==> config.mk <==
export PLATFORM = sky130hd
export DESIGN_NAME = axi_lite_slave_regs
export DESIGN_NICKNAME = d
export VERILOG_FILES = /design/src/rtl/axi_lite_pkg.sv /design/src/rtl/axi_lite_chan_hold.sv /design/src/rtl/axi_lite_slave_regs.sv
export SDC_FILE = /design/constraint.sdc
export NUM_CORES = 1
export LEC_CHECK = 0
export ABC_AREA = 1
export CORE_UTILIZATION = 30
export DETAILED_ROUTE_END_ITERATION = 10
export PLACE_DENSITY = 0.54
export SYNTH_ARGS = -nofsm -noshare
export SYNTH_HDL_FRONTEND = slang
export SYNTH_SLANG_ARGS = --single-unit
==> constraint.sdc <==
create_clock -name clk -period 1.7 [get_ports clk]
set_input_delay 0.17 -clock clk [delete_from_list [all_inputs] [get_ports clk]]
set_output_delay 0.17 -clock clk [all_outputs]
set_load 0.01 [all_outputs]
**Run 1: placement density heat map**

23 x 23 tiles, from white (low) to dark blue (high), 0 to 100% covered.
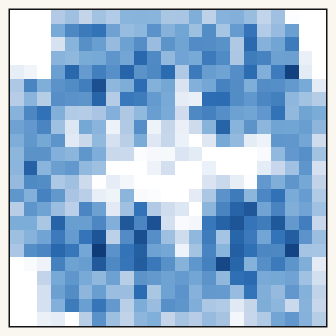
fullest tile	95%
tiles over 75% full	7.0%
emptiest ninth of the die	middle
nearly empty tiles	11%
mean over tiles	43%
total core area: 0.0503 mm²
Util after Layout: 0.458
initial core utilization: 0.305

**Run 1: ports around the boundary**

Pins as bars across the die edge, other pins in gray.
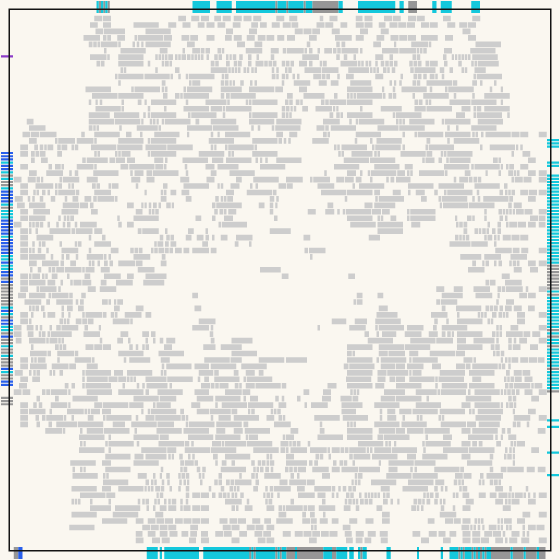
port	color	pins	direction	edge
awaddr	blue	32	input	30 left, 2 bottom
regs_o	cyan	256	output	91 bottom, 82 top, 63 right, 20 left
clk	purple	1	input	left
Port Buf Inserts: 399
die height: 228 µm
Die W: 228 µm

**Run 1: clock wires, drivers and flops**

The bar under the picture is 50 µm long.
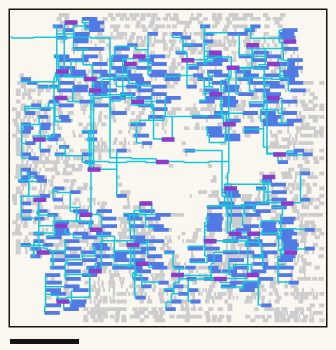
[flip-flops] blue | count: 360
[clock wires] cyan | length: 4980 µm
[cells driving clock nets] purple | count: 42
flops lie	spread over the die
Clk. pwr: 9.45 mW
Clk pwr share: 0.432
final setup skew: 0.0172 ns
clk latency late pin: 0.56 ns

**Run 1: the metal 3 layer**

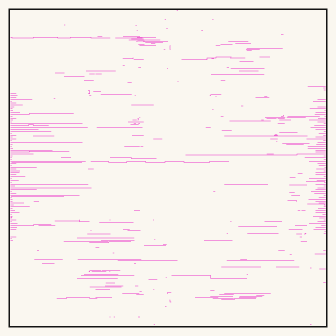
nets with wire on the layer	270
main direction	horizontal
longest straight run	80.3 µm
wire length on this layer	3700 µm
drt total wl: 58100 µm
GR Layer Usage met3: 0.0416
DR vias: 13500

==> run_results.csv, run 1 <==
group,metric,value,unit
status,outcome,"finished with violations",
status,violations,"negative setup slack",
pwr,combPwrFrac,0.112,
place,hpwl,42900,µm
clock_tree,holdBufCountCts,0,
pwr,p_leak,8.37,nW
cells_and_area,n_all_buffers,496,
logic_synthesis,synthCells,1637,
logic_synthesis,logic_family,"simple AND/OR/NAND/NOR gates",
logic_synthesis,syn_nets,1744,
clock_tree,cts_inserted_buffers,42,
route,via_per_inst,4.82,
cells_and_area,fillers,4801,
clock_tree,cts_tree,"built",
route,ant_nets,0,
cells_and_area,area.combinational,0.00578,mm²
setup_path,ff2ff_path_depth,10,
floorplanning,tap_cells,672,
setup_path,cp_num_cells,10,
cells_and_area,final-clk-cell-share,0.0636,
global_route,grt_overflow,0,
logic_synthesis,yosys-stat-cells,1637,
pwr,vdd_drop_max,0.666,mV
sta,post-route-min-period,1.77,ns
cells_and_area,largest_reg_flops,256,
cells_and_area,multi_input_comb_cells,1134,
run,max_cap_violations,0,
setup_path,path_buffers,4,
global_route,track_usage,0.216,
logic_synthesis,yosysSeqAreaShare,0.638,
setup_path,cp_max_fo,16,
logic_synthesis,ys_seq_elements,360,
cells_and_area,comb_share,0.251,
setup_path,slowest_delay,0.30,ns
cells_and_area,register_area,0.00977,mm²
min_path,hp-class,"input pin to flip-flop",
sta,rsz0062_at_grt,"true",
clock_tree,htreeDepth,2,
clock_tree,cts_buffer_depth,3,
setup_path,start_kind,"flip-flop",
floorplanning,io_pins,404,
sta,worst_slack,-0.0652,ns
pwr,switching_power,5.34,mW
clock_tree,clock-root-buffer,"clkbuf_16",
setup_path,crit_family,"simple AND/OR/NAND/NOR gates",
pwr,top_power_group,"registers",
logic_synthesis,yosys.area_share.aoi,0.0775,
floorplanning,dieArea,0.0520,mm²
setup_path,worstSetupPathType,"flip-flop to flip-flop",
global_route,grt_max_degree,65,
pwr,p_seq_frac,0.456,
logic_synthesis,ys_area,0.0153,mm²
logic_synthesis,ys_warn_count,0,
logic_synthesis,edf_count,256,
global_route,grt_pass1_wl,84600,µm
logic_synthesis,synth_cell_types,21,
route,drt_pass1_iterations,7,
logic_synthesis,synthSimpleGateAreaFrac,0.247,
setup_path,end_kind,"flip-flop",
logic_synthesis,flop_cell,"edfxtp_1",
logic_synthesis,top_cell,"nor2_1",
sta,tightest_slew,0.600,ns
clock_tree,cts.sinks,360,
cells_and_area,seq_share,0.424,
setup_path,path_cells,"inv_1 > nand4_1 > nor2_1 > buf_4 > nand2_4 > nor2_4 > buf_4 > buf_12 > nand3_2 > nand2_4",
floorplanning,std_cell_rows,82,
logic_synthesis,yosysTopAreaCell,"edfxtp_1",
clock_tree,cts.clk_slew.worst_paths,0.06,ns
pwr,p_int,16.5,mW
logic_synthesis,adder_share,0,
pwr,p_per_area,949,mW/mm²
cells_and_area,inv_count,57,
clock_tree,cts_resized,99,
sta,slew_headroom,0.598,
global_route,antenna_found_initial,0,
sta,setup_viol,354,
logic_synthesis,synth.avg_cell_area,9.36,µm²
cells_and_area,bufAreaShareNonClock,0.216,
## run 1: placed cells by master, fill, tap and decap left out
master / count
a21oi_1: 77
a31oi_1: 1
buf_12: 19
buf_2: 2
buf_4: 64
buf_6: 9
buf_8: 6
bufinv_16: 2
clkbuf_1: 11
clkbuf_16: 50
clkbuf_2: 1
clkbuf_8: 9
clkdlybuf4s50_1: 329
clkinv_1: 33
clkinv_2: 6
dfxtp_1: 103
dfxtp_2: 1
dlygate4sd2_1: 65
edfxtp_1: 256
inv_1: 14
inv_2: 10
inv_4: 1
nand2_1: 98
nand2_2: 1
nand2_4: 23
nand2_8: 10
nand3_1: 98
nand3_2: 22
nand3_4: 11
nand4_1: 1
nor2_1: 528
nor2_2: 19
nor2_4: 45
nor3_1: 10
o21ai_0: 159
or2_2: 31
## run 1: layer usage
layer | part of all wire | GRT usage | wire length, µm | vias to the layer above
met3 | 0.064 | 0.0416 | 3700 | 90
met1 | 0.43 | 0.281 | 24800 | 6473
li1 | - | - | - | 6399
met4 | 0.028 | 0.0749 | 1600 | 0
met2 | 0.48 | 0.359 | 28000 | 510
met5 | 0 | 0 | 0 | -
## run 1: metrics by stage
| stage | TNS, ns | std cells | cell area, µm² | setup WS [ns] | hold slack [ns] |
|---|---|---|---|---|---|
| after detailed placement | -155.07 | 2712 | 20700 | -0.422 | 0.455 |
| after CTS | -13.78 | 2792 | 22300 | -0.0875 | 0.104 |
| after floorplan | -0.917 | 1637 | 15400 | -0.0490 | 0.305 |
| after global placement | -154.17 | 2712 | 20700 | -0.419 | 0.439 |
| after global routing | -55.51 | 2797 | 23000 | -0.150 | 0.150 |
| final | -7.27 | 2797 | 23000 | -0.0652 | 0.131 |
## run 1: kinds of logic after synthesis
logic type,after synthesis
AOI/OAI and AO/OA,237
buffers and inverters,143
DFF,360
and+or+nand+nor,897
**Run 1: cell outlines without signal wires**

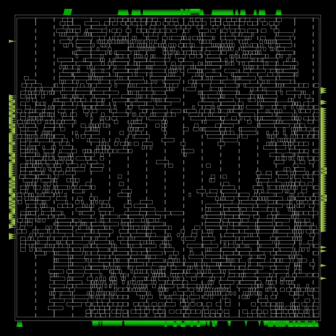

--- run 2 (diff from run 1) ---
- CAP_MARGIN: unset -> 20
- PLACE_DENSITY: 0.54 -> 0.52
- clock period: 1.7 -> 2 ns (I/O delays scaled with it)
**Run 2: cell outlines without signal wires**

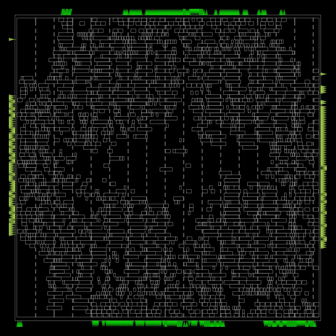
Fillers: 4863
# Taps: 672

==> run 2 against run 1 <==
  * The run now ends clean
  * Critical path type unchanged
  * Setup slack improved by 0.22 ns
  * Count of clock-buffer cells in the layout decreased by 14
  * Total power decreased by 16%
  * Critical path depth decreased by 1
  * Core utilization decreased by 1.3 points
  * Wire length decreased by 1.4%
  * Sequential power decreased by 15%
==> run_results.csv, run 2 <==
group,metric,value,unit
logic_synthesis,yosysTopAreaCell,"edfxtp_1",
floorplanning,dieArea,0.0520,mm²
logic_synthesis,syn_nets,1744,
pwr,p_per_area,825,mW/mm²
setup_path,ff2ff_path_depth,9,
logic_synthesis,yosys.area_share.aoi,0.0775,
logic_synthesis,synthSimpleGateAreaFrac,0.247,
sta,worst_slack,0.158,ns
cells_and_area,layout_top_cell,"nor2_1",
global_route,track_usage,0.216,
route,vias,13300,
logic_synthesis,logic_family,"simple AND/OR/NAND/NOR gates",
setup_path,cp_max_fo,16,
clock_tree,htreeDepth,2,
setup_path,start_kind,"flip-flop",
route,routed_wl,57300,µm
logic_synthesis,edf_count,256,
logic_synthesis,adder_share,0,
clock_tree,clock-root-buffer,"clkbuf_16",
place,dp.cells,2730,
global_route,antenna_found_initial,0,
clock_tree,cts.sinks,360,
sta,holdWs,0.229,ns
floorplanning,io_pins,404,
logic_synthesis,top_cell,"nor2_1",
cells_and_area,final_cell_mix,"nor2_1, clkdlybuf4s50_1, edfxtp_1",
floorplanning,coreArea,0.0503,mm²
global_route,grt_pass1_wl,83800,µm
sta,slew_headroom,0.640,
logic_synthesis,synth_cell_types,21,
place,hpwl,42500,µm
clock_tree,cts_inserted_buffers,42,
sta,tightest_slew,0.540,ns
global_route,grt_overflow,0,
floorplanning,fp_util,0.305,
pwr,vdd_drop_max,0.517,mV
logic_synthesis,synth.avg_cell_area,9.36,µm²
global_route,grt_max_degree,65,
setup_path,worstSetupPathType,"flip-flop to flip-flop",
cells_and_area,largest_reg_flops,256,
place,port_buffers,399,
route,drt_pass1_iterations,5,
sta,setup_viol,0,
run,max_cap_violations,0,
logic_synthesis,ys_area,0.0153,mm²
pwr,p_leak,8.15,nW
logic_synthesis,ys_seq_elements,360,
sta,rsz0062_at_grt,"false",
status,outcome,"complete, no violations",
clock_tree,cts_buffer_depth,3,
floorplanning,die_w,228,µm
logic_synthesis,yosys-stat-cells,1637,
**Run 2: ports around the boundary**

Pins as bars across the die edge, other pins in gray.
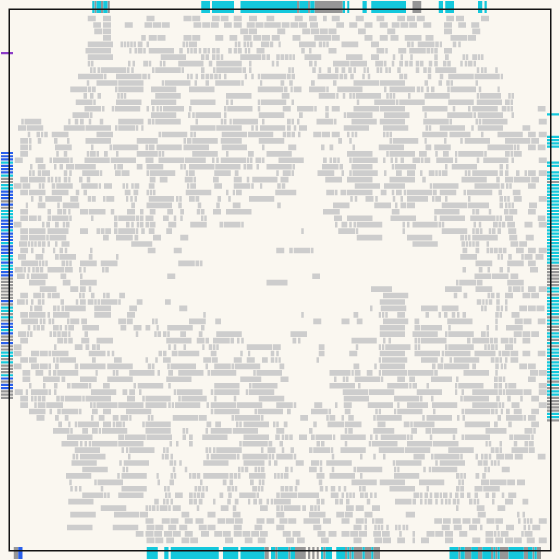
port	color	pins	direction	edge
regs_o	cyan	256	output	93 bottom, 80 top, 62 right, 21 left
awaddr	blue	32	input	30 left, 2 bottom
clk	purple	1	input	left

## run 2: power breakdown
group	leakage, nW	total (mW)	switching, mW	internal (mW)
clock	0.697	7.94	3.04	4.89
combinational	3.95	2.05	1.16	0.887
sequential	3.49	8.48	0.214	8.27
## run 2: cells by family after synthesis
group                  count (synthesis)
AND-OR/OR-AND                        237
buffers and inverters                143
AND/OR/NAND/NOR                      897
flip-flops                           360
## run 2: area by class of cell
cell class                      instances  area, µm²
Sequential cell                       360       9770
Inverter                               57        215
Timing Repair Buffer                  508       5120
Clock inverter                         22        251
Clock buffer                           55       1170
Fill cell                            4863      27900
Tap cell                              672        841
Multi-Input combinational cell       1134       5000
## run 2: timing repair
item                                    4_1_cts  5_1_grt
gates resized                                 0        7
endpoints found under the setup margin        0       56
hold endpoints to repair                      2        0
hold buffers                                  1        0
## run 2: worst max-delay path, cell delays in order, from the launching register on
cell	delay (ns)
dfxtp_1	0.30
nor2_1	0.13
nand2_1	0.10
nor2_1	0.15
nand2_1	0.11
nor2_4	0.19
buf_12	0.20
nand3_1	0.11
nand2_1	0.12
buf_12	0.13
## run 2: per-stage QoR
step	setup TNS, ns	cell area, µm²
floorplan	0	15300
detailed placement	-21.72	20900
CTS	0	22400
finish	0	22400
global placement	-25.55	20900
global route	0	22400
## run 2: routing by layer
| metal | vias to the layer above | track usage | wire, µm |
|---|---|---|---|
| li1 | 6417 | - | - |
| met1 | 6317 | 0.277 | 24400 |
| met2 | 473 | 0.362 | 27700 |
| met3 | 85 | 0.0470 | 3750 |
| met4 | 0 | 0.0671 | 1400 |
| met5 | - | 0 | 0 |
Power and IR drop assume default switching activity.
